$ cat config.mk
export PLATFORM = sky130hd
export DESIGN_NAME = sdf_stage_ctrl_flat
export DESIGN_NICKNAME = d
export VERILOG_FILES = /design/src/rtl/sdf_stage_ctrl_if.sv /design/src/rtl/sdf_stage_ctrl.sv /design/src/flat_wrapper.sv
export SDC_FILE = /design/constraint.sdc
export NUM_CORES = 2
export LEC_CHECK = 0
export ABC_AREA = 1
export CAP_MARGIN = 20
export CORE_MARGIN = 8
export CORE_UTILIZATION = 36
export DETAILED_ROUTE_END_ITERATION = 10
export GPL_TIMING_DRIVEN = 0
export PLACE_DENSITY = 0.62
export RECOVER_POWER = 50
export REMOVE_ABC_BUFFERS = 1
export SYNTH_ARGS = -nofsm -noshare
export SYNTH_HDL_FRONTEND = slang
export SYNTH_SLANG_ARGS = --single-unit
$ cat constraint.sdc
create_clock -name i_clk -period 187.9 [get_ports i_clk]
set_clock_uncertainty 0.1 [all_clocks]
set_input_delay 37.58 -clock i_clk [delete_from_list [all_inputs] [get_ports i_clk]]
set_output_delay 37.58 -clock i_clk [all_outputs]
set_load 0.02 [all_outputs]
$ cat src/rtl/sdf_stage_ctrl_if.sv
// Sample stream (valid strobe + data word) passed between chained SDF stages.
interface sdf_stage_ctrl_if #(
  parameter int unsigned DataWidth = 64
);
  logic                 valid;
  logic [DataWidth-1:0] data;

  modport master (output valid, output data);
  modport slave  (input  valid, input  data);
endinterface

$ cat src/rtl/sdf_stage_ctrl.sv
// Radix-2 SDF stage wrapper: feedback delay line, frame phase counter and twiddle address for one bfu.
// Define SDF_OUT_REG_EN to add a second output register stage (2-clock latency).
module sdf_stage_ctrl #(
  parameter int unsigned DataWidth = 64,
  parameter int unsigned Modulo    = 7681,
  parameter int unsigned NPoints   = 64,
  parameter int unsigned Depth     = 32,
  localparam int unsigned CntW     = $clog2(2 * Depth),
  localparam int unsigned TwW      = $clog2(NPoints / 2)
) (
  input  logic                 i_clk,
  input  logic                 i_rst,
  sdf_stage_ctrl_if.slave      i_in,
  sdf_stage_ctrl_if.master     o_out,
  output logic [TwW-1:0]       o_tw_addr,
  output logic [DataWidth-1:0] o_bf_a,
  output logic [DataWidth-1:0] o_bf_b,
  input  logic [DataWidth-1:0] i_bf_sum,
  input  logic [DataWidth-1:0] i_bf_diff
);

  localparam int unsigned Stride = NPoints / (2 * Depth);

  if (Modulo < 2 || (Depth & (Depth - 1)) != 0 || Depth > NPoints / 2) begin : g_bad_cfg
    $error("sdf_stage_ctrl: invalid Modulo/Depth/NPoints combination");
  end

  logic [CntW-1:0]      r_cnt;
  logic                 r_primed;
  logic [DataWidth-1:0] r_dl [Depth];
  logic                 r_out_valid;
  logic [DataWidth-1:0] r_out_data;

  logic                 w_compute;
  logic [DataWidth-1:0] w_head;
  logic [DataWidth-1:0] w_dl_in;
  logic [DataWidth-1:0] w_out_d;
  logic                 w_at_half;
  logic                 w_out_valid_d;
  logic [TwW-1:0]       w_tw;

  // Counter MSB marks the second half of the frame.
  assign w_compute = r_cnt[CntW-1];
  assign w_head    = r_dl[Depth-1];
  assign w_at_half = (r_cnt == CntW'(Depth));

  always_comb begin
    w_dl_in       = i_in.data;
    w_out_d       = w_head;
    w_tw          = '0;
    w_out_valid_d = i_in.valid & (r_primed | w_at_half);
    if (w_compute) begin
      w_dl_in = i_bf_diff;
      w_out_d = i_bf_sum;
      w_tw    = TwW'((32'(r_cnt) - Depth) * Stride);
    end
  end

  always_ff @(posedge i_clk) begin
    if (i_rst) begin
      r_cnt       <= '0;
      r_primed    <= 1'b0;
      r_out_valid <= 1'b0;
      r_out_data  <= '0;
    end else begin
      r_out_valid <= w_out_valid_d;
      if (i_in.valid) begin
        r_cnt      <= r_cnt + CntW'(1);
        r_out_data <= w_out_d;
        if (w_at_half) r_primed <= 1'b1;
      end
    end
  end

  // Head (highest index) is the oldest entry.
  always_ff @(posedge i_clk) begin
    if (i_rst) begin
      for (int unsigned i = 0; i < Depth; i++) r_dl[i] <= '0;
    end else if (i_in.valid) begin
      r_dl[0] <= w_dl_in;
      for (int unsigned i = 1; i < Depth; i++) r_dl[i] <= r_dl[i-1];
    end
  end

  assign o_tw_addr = w_tw;
  assign o_bf_a    = w_head;
  assign o_bf_b    = i_in.data;

`ifdef SDF_OUT_REG_EN
  logic                 r_out2_valid;
  logic [DataWidth-1:0] r_out2_data;

  always_ff @(posedge i_clk) begin
    if (i_rst) begin
      r_out2_valid <= 1'b0;
      r_out2_data  <= '0;
    end else begin
      r_out2_valid <= r_out_valid;
      if (r_out_valid) r_out2_data <= r_out_data;
    end
  end

  assign o_out.valid = r_out2_valid;
  assign o_out.data  = r_out2_data;
`else
  assign o_out.valid = r_out_valid;
  assign o_out.data  = r_out_data;
`endif

endmodule
$ cat src/flat_wrapper.sv
// flat-port wrapper written by rule: the top's interface ports become plain ports
module sdf_stage_ctrl_flat 
#(
  parameter int unsigned DataWidth = 64,
  parameter int unsigned Modulo    = 7681,
  parameter int unsigned NPoints   = 64,
  parameter int unsigned Depth     = 32,
  localparam int unsigned CntW     = $clog2(2 * Depth),
  localparam int unsigned TwW      = $clog2(NPoints / 2)
)
  (i_clk, i_rst, o_tw_addr, o_bf_a, o_bf_b, i_bf_sum, i_bf_diff, i_in_valid, i_in_data, o_out_valid, o_out_data);
  sdf_stage_ctrl_if #(.DataWidth(DataWidth)) i_in_i ();
  sdf_stage_ctrl_if #(.DataWidth(DataWidth)) o_out_i ();
  input  logic i_clk;
  input  logic i_rst;
  output logic [TwW-1:0] o_tw_addr;
  output logic [DataWidth-1:0] o_bf_a;
  output logic [DataWidth-1:0] o_bf_b;
  input  logic [DataWidth-1:0] i_bf_sum;
  input  logic [DataWidth-1:0] i_bf_diff;
  input wire logic [$bits(i_in_i.valid)-1:0] i_in_valid;
  input wire logic [$bits(i_in_i.data)-1:0] i_in_data;
  output wire logic [$bits(o_out_i.valid)-1:0] o_out_valid;
  output wire logic [$bits(o_out_i.data)-1:0] o_out_data;
  assign i_in_i.valid = i_in_valid;
  assign i_in_i.data = i_in_data;
  assign o_out_valid = o_out_i.valid;
  assign o_out_data = o_out_i.data;
  sdf_stage_ctrl #(.DataWidth(DataWidth), .Modulo(Modulo), .NPoints(NPoints), .Depth(Depth)) u_core (.i_clk(i_clk), .i_rst(i_rst), .i_in(i_in_i), .o_out(o_out_i), .o_tw_addr(o_tw_addr), .o_bf_a(o_bf_a), .o_bf_b(o_bf_b), .i_bf_sum(i_bf_sum), .i_bf_diff(i_bf_diff));
endmodule
route_heat.png
Scale bar: 100 microns. The die is cut into 25 by 25 equal tiles; black is low, pale yellow is high, scaled to the fullest tile. Values are wire area over tile area, all layers added.
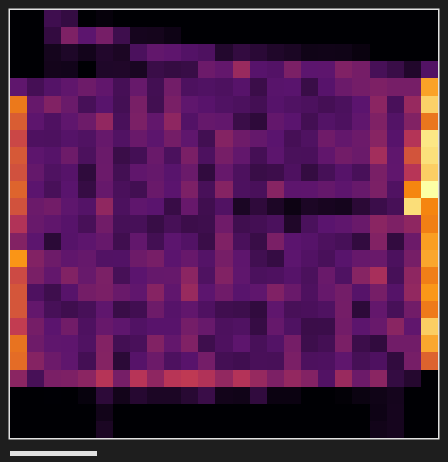
nearly empty tiles	17%
mean over tiles	0.064
fullest tile	0.29
densest ninth of the die	east
tiles over half the peak	5.6%
gr usage total: 7.88%
vias: 39000

util_map.png
Scale bar: 100 microns. The die is cut into 25 by 25 equal tiles; black is low, pale yellow is high, 0 to 100% covered.
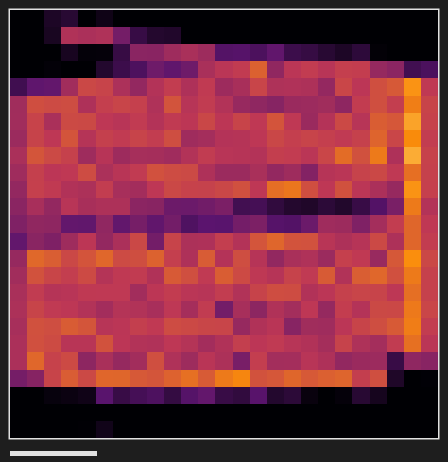
mean over tiles	38%
fullest tile	82%
tiles over 75% full	0.80%
nearly empty tiles	18%

congestion_map.png
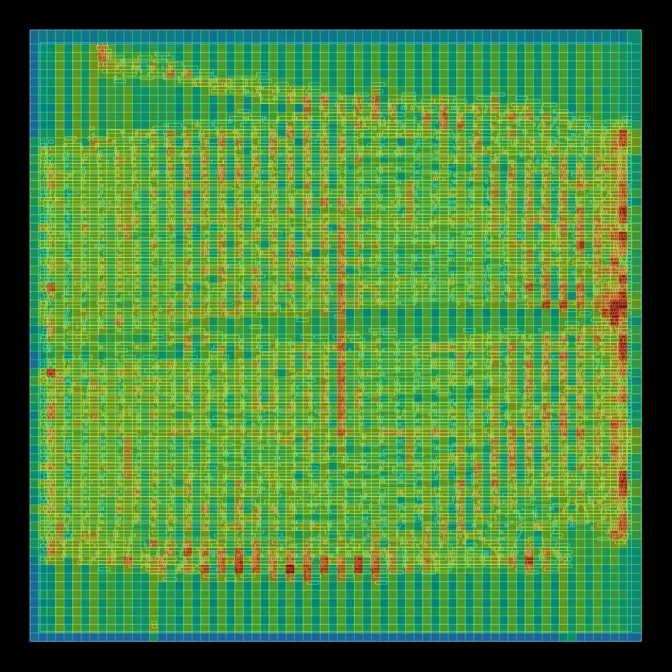
GR peak layer: met2
drt wl/cell: 9.09 microns

logic make-up after synthesis:
logic type	Yosys count	share of synthesized area [%]
AND-OR/OR-AND	200	1.22
adder cells (fa/ha/maj)	2	0.0304
buffers and inverters	2403	11.9
flip-flops	2120	76.4
AND/OR/NAND/NOR	2268	10.5
cell type report:
cell class	count	area [sq um]	share of cell area, %
Timing Repair Buffer	440	4870	5.11
Clock buffer	304	5930	6.21
Antenna cell	7	17.5	0.0184
Clock inverter	102	786	0.823
Sequential cell	2120	62900	65.9
Inverter	1998	7500	7.86
Tap cell	3009	3760	3.94
Multi-Input combinational cell	2470	9620	10.1
metrics by stage:
step                      instances  cell area (sq um)
after floorplan                6588              80100
after global placement         9989              87800
after detailed placement      10000              89000
after CTS                     10400              95700
after global routing          10400              95400
final                         10500              95400
layer usage:
layer | vias up | part of all wire, %
li1 | 21700 | -
met1 | 16200 | 41
met2 | 769 | 49
met3 | 254 | 7.1
met4 | 0 | 3.3
met5 | - | 0
cell usage in the layout (no fill, tap or decap), types with 32 or more instances in the layout:
master / synthesis / layout
nor2_1: 2055 / 2056
edfxtp_1: 2048 / 2048
inv_1: 1995 / 1995
clkdlybuf4s50_1: 0 / 258
clkbuf_16: 0 / 219
nand2_1: 145 / 145
dlygate4sd3_1: 0 / 133
o21ai_0: 114 / 130
clkbuf_1: 81 / 88
dfxtp_1: 72 / 72
a21oi_1: 70 / 70
nand3_1: 65 / 65
clkinv_1: 0 / 49
buf_16: 0 / 32
sequential cells by signal (all words and copies together), names as in the netlist:
name and count:
u_core.o_out.data 64, u_core.r_cnt 6, u_core.r_primed 1, u_core.o_out.valid 1
u_core.r_dl 2048
worst register-to-register path, cell delays in order (launching register included):
cell and delay, ps:
dfxtp_1 1790, buf_16 300, inv_4 420, buf_16 310, nand2_1 210, a21oi_1 70
==> flow_metrics.env <==
# flow metrics
export IMPL_outcome="complete, but fails checks"
export IMPL_violations="antenna violations, max-capacitance violations, max-slew violations"
export IMPL_pre_cts_ws_ps=111470
export IMPL_slowest_delay_ps=630
export IMPL_ff_type="edfxtp_1"
export IMPL_clk_pin_slew_worst_paths_ps=60
export IMPL_worst_path_dominant_cell_family="buffers and inverters"
export IMPL_detail_route_antenna_nets=1
export IMPL_comb_power_share_pct=4.8
export IMPL_cp_depth=2
export IMPL_ctsResizeCount=0
export IMPL_die_w_microns=494
export IMPL_cts_tree="built"
export IMPL_maxSlewHeadroom_pct=-390
export IMPL_drc_errors=0
export IMPL_grt_util_met3_pct=2.73
export IMPL_wl_mm=95.0
export IMPL_hpwl_mm=48.9
export IMPL_yosysWarnings=0
export IMPL_area_leaders="edfxtp_1 75%, nor2_1 9.4%, inv_1 9.1%, dfxtp_1 1.8%, buf_4 1.2%"
export IMPL_edf_count=2048
export IMPL_reg2reg_to="u_core.r_dl[0][42]"
export IMPL_p_comb_w=0.0000485
export IMPL_rows=175
export IMPL_top_power_group="sequential cells"
export IMPL_postCtsSetupRepairBufs=0
export IMPL_ys_cells=6993
export IMPL_cts_hold_buf=0
export IMPL_fin_nets=7444
export IMPL_crit_required_ps=150220
export IMPL_cts_root_buf="clkbuf_16"
export IMPL_holdWs_ps=388
export IMPL_grt_pass1_vias=38000
export IMPL_numSynthFlops=2120
export IMPL_r2r_start="u_core.r_cnt[5]"
export IMPL_die_area_sq_um=244000
export IMPL_cp_slowest_cell="clkdlybuf4s50_1"
export IMPL_path_cells="clkdlybuf4s50_1, clkdlybuf4s50_1"
export IMPL_clkPwrFrac_pct=39.5
export IMPL_finalSetupViolations=0
export IMPL_slew_viol_final=2283
export IMPL_final_util_pct=42.0
export IMPL_r2r_slack_ps=184170
export IMPL_powerDensity_nw_per_um2=10.6
export IMPL_yosysTopAreaCellShare_pct=74.7
export IMPL_worstHoldPathCells=2
export IMPL_post_route_min_period_ps=76410
export IMPL_place_port_buffers=392
export IMPL_cp_start_kind="primary input"
export IMPL_n_fill_cell=20500
export IMPL_endpoint="o_bf_b[45]"
export IMPL_seq_cell_power_w=0.000561
export IMPL_final_setup_tns_ps=0
export IMPL_syn_inst=6993
export IMPL_use_met1_pct=8.20
export IMPL_top_area_cell="edfxtp_1"
export IMPL_hold_viol=0
export IMPL_critPathBufInv=2
export IMPL_cts_sinks=2120
export IMPL_total_power_w=0.00101
export IMPL_p_sw_share_pct=20.4
export IMPL_syn2layout_area_growth_pct=15.9
export IMPL_critPathMostFrequentCell="clkdlybuf4s50_1"
export IMPL_grt_pass1_wl_mm=168
export IMPL_internal_power_w=0.000802
export IMPL_hold_path_class="flip-flop to flip-flop"
export IMPL_synth_async_reset_ratio_pct=0
export IMPL_avgSynthCellArea_sq_um=11.8
export IMPL_tool_warnings=120
export IMPL_cap_viol_max_count=20
export IMPL_irDropWorstVdd_mv=0.00823
export IMPL_crit_path_start="i_in_data[45]"
export IMPL_power_leakage_nw=38.5
export IMPL_worstSetupPathType="primary input to output port"
export IMPL_synth_area_sq_um=82300
export IMPL_endpoint_kind="output port"
export IMPL_common_cells="2055 x nor2_1, 2048 x edfxtp_1, 1995 x inv_1"
export IMPL_gp_congestion=0.725
export IMPL_p_seq_share_pct=55.7
export IMPL_ioPinCount=393
export IMPL_cts_buffer_depth=3
export IMPL_die_h_microns=494
export IMPL_rsz0062_at_grt="no"
export IMPL_htree_levels=4
export IMPL_coreArea_sq_um=227000
export IMPL_top_cell="nor2_1"
export IMPL_cts_buffers=217
export IMPL_setup_ws_ps=111490
export IMPL_ff2ff_path_depth=5
